### src/rtl/audio_pkg.sv
// Shared audio types and frame constants.
// Stereo sample struct plus I2S slot counts.
package audio_pkg;
  localparam int SAMPLE_WIDTH     = 16;
  localparam int SLOTS_PER_FRAME  = 32;
  localparam int HALF_FRAME_SLOTS = 16;

  typedef logic signed [SAMPLE_WIDTH-1:0] sample_t;

  typedef struct packed {
    sample_t left;
    sample_t right;
  } stereo_t;
endpackage

### src/rtl/i2s_dac_tx_if.sv
// Stereo sample valid/ready handshake.
// master: drives sample_l/r, sample_valid; slave: drives sample_ready.
interface i2s_dac_tx_if;
  import audio_pkg::*;

  sample_t sample_l;
  sample_t sample_r;
  logic    sample_valid;
  logic    sample_ready;

  modport master (
    output sample_l,
    output sample_r,
    output sample_valid,
    input  sample_ready
  );

  modport slave (
    input  sample_l,
    input  sample_r,
    input  sample_valid,
    output sample_ready
  );
endinterface

### src/rtl/i2s_bclk_gen.sv
// Bit clock divider from MCLK.
// Ports: clock, reset in; bclk (registered), fall (last MCLK of BCLK period) out.
module i2s_bclk_gen #(
  parameter int BCLK_DIV = 8
) (
  input  logic clock,
  input  logic reset,
  output logic bclk,
  output logic fall
);
  localparam int CW = $clog2(BCLK_DIV);

  logic [CW-1:0] div_cnt;
  logic [CW-1:0] div_nxt;

  assign fall = (div_cnt == CW'(BCLK_DIV - 1));

  always_comb begin
    div_nxt = div_cnt + 1'b1;
    if (fall) div_nxt = '0;
  end

  // bclk is computed from the next count so it tracks div_cnt exactly.
  always_ff @(posedge clock or posedge reset) begin
    if (reset) begin
      div_cnt <= '0;
      bclk    <= 1'b0;
    end else begin
      div_cnt <= div_nxt;
      bclk    <= (div_nxt >= CW'(BCLK_DIV / 2));
    end
  end
endmodule

### src/rtl/i2s_dac_tx.sv
// I2S transmitter for the SSM2603 DAC path.
// Ports: clock, reset, snk (sample handshake), clear_underrun in;
// bclk, lrclk, dac_data, frame_strobe, underrun out.
module i2s_dac_tx
  import audio_pkg::*;
#(
  parameter int BCLK_DIV     = 8,
  parameter int SAMPLE_WIDTH = 16
) (
  input  logic         clock,
  input  logic         reset,
  i2s_dac_tx_if.slave  snk,
  input  logic         clear_underrun,
  output logic         bclk,
  output logic         lrclk,
  output logic         dac_data,
  output logic         frame_strobe,
  output logic         underrun
);
  localparam int FW = 2 * SAMPLE_WIDTH;

  logic          fall;
  logic          load;
  logic          accept;
  logic          full;
  logic [4:0]    slot;
  logic [4:0]    slot_nxt;
  stereo_t       hold;
  logic [FW-1:0] shifter;

  i2s_bclk_gen #(
    .BCLK_DIV (BCLK_DIV)
  ) u_bclk (
    .clock (clock),
    .reset (reset),
    .bclk  (bclk),
    .fall  (fall)
  );

  assign load             = fall && (slot == '0);
  assign accept           = snk.sample_valid && !full;
  assign snk.sample_ready = !full;
  // MSB of the shifter is the line; loads and shifts happen only on fall.
  assign dac_data         = shifter[FW-1];

  always_comb begin
    slot_nxt = slot + 1'b1;
    if (slot == 5'(SLOTS_PER_FRAME - 1)) slot_nxt = '0;
  end

  always_ff @(posedge clock or posedge reset) begin
    if (reset) begin
      slot         <= '0;
      lrclk        <= 1'b0;
      frame_strobe <= 1'b0;
      shifter      <= '0;
      hold         <= '0;
      full         <= 1'b0;
      underrun     <= 1'b0;
    end else begin
      frame_strobe <= load;
      if (fall) begin
        slot  <= slot_nxt;
        lrclk <= (slot_nxt >= 5'(HALF_FRAME_SLOTS));
      end
      if (load) shifter <= hold;
      else if (fall) shifter <= {shifter[FW-2:0], 1'b0};
      // A capture in the load cycle refills the buffer; no bypass.
      if (accept) begin
        hold <= {snk.sample_l, snk.sample_r};
        full <= 1'b1;
      end else if (load) begin
        full <= 1'b0;
      end
      if (load && !full) underrun <= 1'b1;
      else if (clear_underrun) underrun <= 1'b0;
    end
  end
endmodule

### src/flat_wrapper.sv
// flat-port wrapper written by rule: the top's interface ports become plain ports
module i2s_dac_tx_flat import audio_pkg::*;
#(
  parameter int BCLK_DIV     = 8,
  parameter int SAMPLE_WIDTH = 16
)
  (clock, reset, clear_underrun, bclk, lrclk, dac_data, frame_strobe, underrun, snk_sample_l, snk_sample_r, snk_sample_valid, snk_sample_ready);
  i2s_dac_tx_if snk_i ();
  input  logic clock;
  input  logic reset;
  input  logic clear_underrun;
  output logic bclk;
  output logic lrclk;
  output logic dac_data;
  output logic frame_strobe;
  output logic underrun;
  input wire logic [$bits(snk_i.sample_l)-1:0] snk_sample_l;
  input wire logic [$bits(snk_i.sample_r)-1:0] snk_sample_r;
  input wire logic [$bits(snk_i.sample_valid)-1:0] snk_sample_valid;
  output wire logic [$bits(snk_i.sample_ready)-1:0] snk_sample_ready;
  assign snk_i.sample_l = snk_sample_l;
  assign snk_i.sample_r = snk_sample_r;
  assign snk_i.sample_valid = snk_sample_valid;
  assign snk_sample_ready = snk_i.sample_ready;
  i2s_dac_tx #(.BCLK_DIV(BCLK_DIV), .SAMPLE_WIDTH(SAMPLE_WIDTH)) u_core (.clock(clock), .reset(reset), .snk(snk_i), .clear_underrun(clear_underrun), .bclk(bclk), .lrclk(lrclk), .dac_data(dac_data), .frame_strobe(frame_strobe), .underrun(underrun));
endmodule
### config.mk
export PLATFORM = sky130hd
export DESIGN_NAME = i2s_dac_tx_flat
export DESIGN_NICKNAME = d
export VERILOG_FILES = /design/src/rtl/audio_pkg.sv /design/src/rtl/i2s_dac_tx_if.sv /design/src/rtl/i2s_bclk_gen.sv /design/src/rtl/i2s_dac_tx.sv /design/src/flat_wrapper.sv
export SDC_FILE = /design/constraint.sdc
export NUM_CORES = 1
export LEC_CHECK = 0
export ABC_CLOCK_PERIOD_IN_PS = 3100
export CAP_MARGIN = 20
export CORE_MARGIN = 2
export CORE_UTILIZATION = 35
export DETAILED_ROUTE_END_ITERATION = 7
export HOLD_SLACK_MARGIN = 0.06
export MAX_ROUTING_LAYER = met4
export SETUP_SLACK_MARGIN = 0.4
export SKIP_LAST_GASP = 1
export SYNTH_ARGS = -nofsm -noshare
export SYNTH_HDL_FRONTEND = slang
export SYNTH_HIERARCHICAL = 1
export SYNTH_SLANG_ARGS = --single-unit
### constraint.sdc
create_clock -name clock -period 3.1 [get_ports clock]
set_clock_uncertainty 0.1 [all_clocks]
set_input_delay 0.62 -clock clock [delete_from_list [all_inputs] [get_ports clock]]
set_output_delay 0.62 -clock clock [all_outputs]
set_load 0.1 [all_outputs]
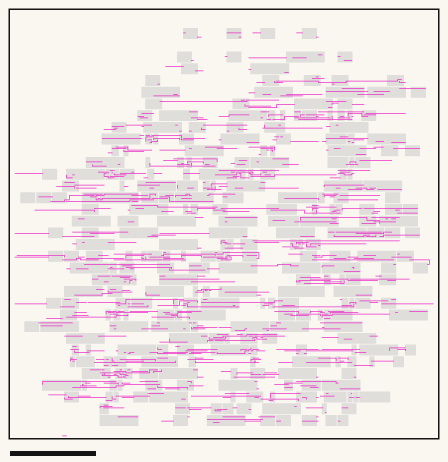
met1.png
Bar = 20 um.
longest straight run	34.0 um
share of all routed wire	47%
main direction	horizontal
total wire length after detailed routing: 5470 um
vias: 1936
met1 track utilization from global routing: 15.5%

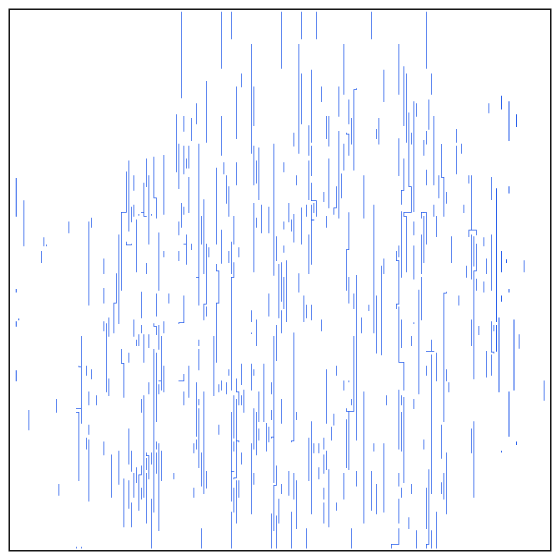
met2.png
nets with wire on the layer	277
wire length on this layer	2560 um
main direction	vertical
longest straight run	30.3 um
fraction of met2 tracks used by global routing: 18.2%

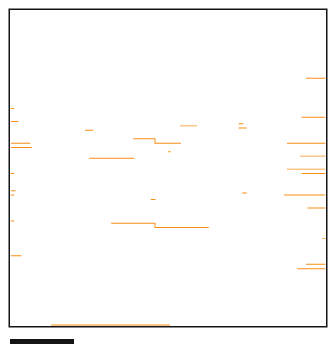
met3.png
Bar = 20 um.
wire length on this layer	217 um
longest straight run	37.0 um
main direction	horizontal
nets with wire on the layer	24
M3 GR Usage: 4.22%

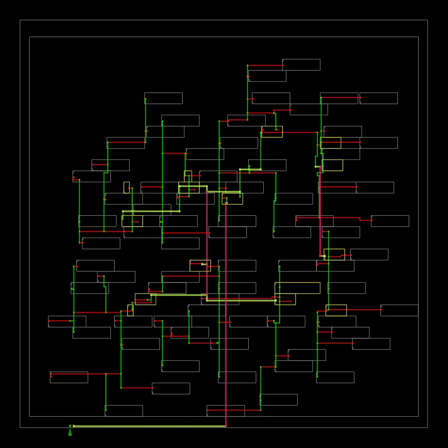
final_clocks.png
number of clock sinks seen by CTS: 75
CLK BUF: 13
flip-flops: 75
total clock buffers created by CTS: 9

[cells in the mapped netlist (all sizes together)]
cell type | n | area (um^2)
o21ai | 5 | 25.0
a21oi | 31 | 155
o22ai | 1 | 6.26
mux2i | 32 | 320
buf | 10 | 100
nand2 | 3 | 11.3
inv | 8 | 30.0
a21o | 1 | 7.51
and3 | 2 | 12.5
nor4b | 1 | 15.0
nor2 | 33 | 124
nand2b | 2 | 12.5
nor2b | 2 | 12.5
dfrtp | 75 | 1880
clkbuf | 6 | 22.5
ha | 5 | 62.6
nand3 | 1 | 5.00
mux2 | 33 | 372
a22o | 1 | 8.76
[worst reg2reg max path, cell delays in order, from the launching register on]
cell                      delay (ps)
sky130_fd_sc_hd__dfrtp_1         400
sky130_fd_sc_hd__inv_1           100
sky130_fd_sc_hd__ha_1            160
sky130_fd_sc_hd__nor4b_4         180
sky130_fd_sc_hd__buf_4           510
sky130_fd_sc_hd__nand2_1         210
sky130_fd_sc_hd__a21o_1          210
[cell families after synthesis]
group / count (synthesis) / share of synthesized area (%)
flip-flops: 75 / 59.0
AND-OR/OR-AND: 39 / 6.38
adder cells (fa/ha/maj): 5 / 1.97
AND/OR/NAND/NOR: 44 / 6.06
buffers and inverters: 24 / 4.80
multiplexers: 65 / 21.8
[report_power, final]
group / switching (mW) / leakage, nW / internal (mW) / total [mW]
Sequential: 0.146 / 0.904 / 1.26 / 1.40
Clock: 0.333 / 0.0995 / 0.411 / 0.745
Combinational: 0.164 / 0.625 / 0.264 / 0.428
Total: 0.643 / 1.63 / 1.93 / 2.57
[area by class of cell]
cell class,count,area [um^2]
clock buffer,13,159
clock inverter,2,35.0
fill,816,4900
inverter,8,30.0
multi-input combinational,153,1170
sequential,75,1880
tap,108,135
timing repair buffer,45,463
==> flow_summary.json <==
{
  "global_route.usage.total_pct": 12.4,
  "rr_endpoint": "u_core/full$_DFFE_PP0P_",
  "first_global_vias": 1946,
  "finalWorstPathRequiredPeriod_ps": 2030,
  "first_pass_grt_wire_length_um": 9230,
  "port-buffer-count": 41,
  "place_worst_setup_slack_ps": 688,
  "gp_routability_congestion": 0.670,
  "cts_buffer_depth": 2,
  "max_clock_freq_mhz": 492,
  "finish.net_count": 333,
  "hp-class": "flip-flop to flip-flop",
  "hold_ws_ps": 337,
  "most-common-layout-cells": "75 x sky130_fd_sc_hd__dfrtp_1, 35 x sky130_fd_sc_hd__clkdlybuf4s50_1, 33 x sky130_fd_sc_hd__mux2_2, 33 x sky130_fd_sc_hd__nor2_1, 32 x sky130_fd_sc_hd__mux2i_1",
  "antenna_found_initial": 0,
  "clk_pin_slew_ps": 70,
  "placeableCoreArea_um2": 8760,
  "reg2reg_setup_slack_ps": 1130,
  "yosys_cells": 252,
  "worstHoldStart": "u_core/u_bclk/div_cnt[0]$_DFF_PP0_",
  "run_status": "complete, no violations",
  "end_kind": "flip-flop",
  "openroad.warnings": 27,
  "num_antenna_cells": 0,
  "total_leakage_power_nw": 1.63,
  "min_to": "u_core/u_bclk/div_cnt[0]$_DFF_PP0_",
  "worst_hold_path_cell_count": 1,
  "worstRegToRegCells": 6,
  "slew-limit-headroom_pct": 61.1,
  "finish.utilization_pct": 44.1,
  "synth.cell_area_um2": 3180,
  "finalPower_mw": 2.57,
  "fin_setup_tns_ps": 0,
  "i_o_pins": 42,
  "reg2reg_from": "u_core/slot[0]$_DFFE_PP0P_",
  "die_area_um2": 9860,
  "globalRoute.busiestLayer": "met2",
  "grt_overflow_total": 0,
  "crit_path_top_delay_cell": "sky130_fd_sc_hd__nor2b_4",
  "critical_path_data_arrival_time_ps": 2150,
  "post_cts_hold_buffer_count": 0,
  "synth_cells": 252,
  "hpwlAfterDp_um": 3420,
  "worst-slew-pin-transition_ps": 584,
  "detail_route.first_pass.iterations": 4,
  "timing.critical_path.from_type": "input pin",
  "crit_fanout": 17,
  "highest_signal_layer_in_the_routed_design": "met4",
  "ctsHtreeMaxLevel": 3,
  "post_synth.cell_area_avg_um2": 12.6,
  "timing.final.crit_share_pct": 65.5,
  "final-hold-violation-count": 0,
  "cp_cell_sequence": "clkdlybuf4s50_1 -> nor2b_4 -> buf_12 -> mux2_2",
  "final-instance-count-excl-fill": 404,
  "initialDrtViolationCount": 126,
  "floorplan.rows": 34,
  "detail-route-antenna-nets": 0,
  "cts_setup_buffers": 0,
  "final_setup_violations": 0,
  "die_h_um": 99.3,
  "endpoint_of_the_most_critical_setup_path": "u_core/hold[15]$_DFFE_PP0P_",
  "drc_viols": 0,
  "worst_ep_required_time_ps": 3220,
  "flops_latches_synth": 75,
  "worst_setup_path_category": "input pin to flip-flop",
  "route.met2.wl_um": 2560,
  "max_cap_violations": 0,
  "ys_chip_area_um2": 3180,
  "yosys.stat.seqShare_pct": 59.0,
  "final_cell_area_um2": 3870,
  "unrepaired_setup_endpoints_after_global_routing": "false",
  "fraction_of_final_layout_cells_with_drive_strength_greater_than_1_pct": 20.3,
  "route.met3.wl_um": 216,
  "p_per_area_nw_per_um2": 666,
  "clk_latency_ps": 340,
  "route.detailed.vias_per_inst": 4.79,
  "power.ir.vdd_worst_mv": 0.260,
  "worstPathBufferInverterCount": 2,
  "top_regs": "u_core/hold x32, u_core/shifter x32, u_core/slot x4",
  "crit_start": "snk_sample_valid",
  "most_common_library_cell_in_the_layout_ignoring_fill_and_taps": "sky130_fd_sc_hd__dfrtp_1"
}
Power and IR drop assume default switching activity.
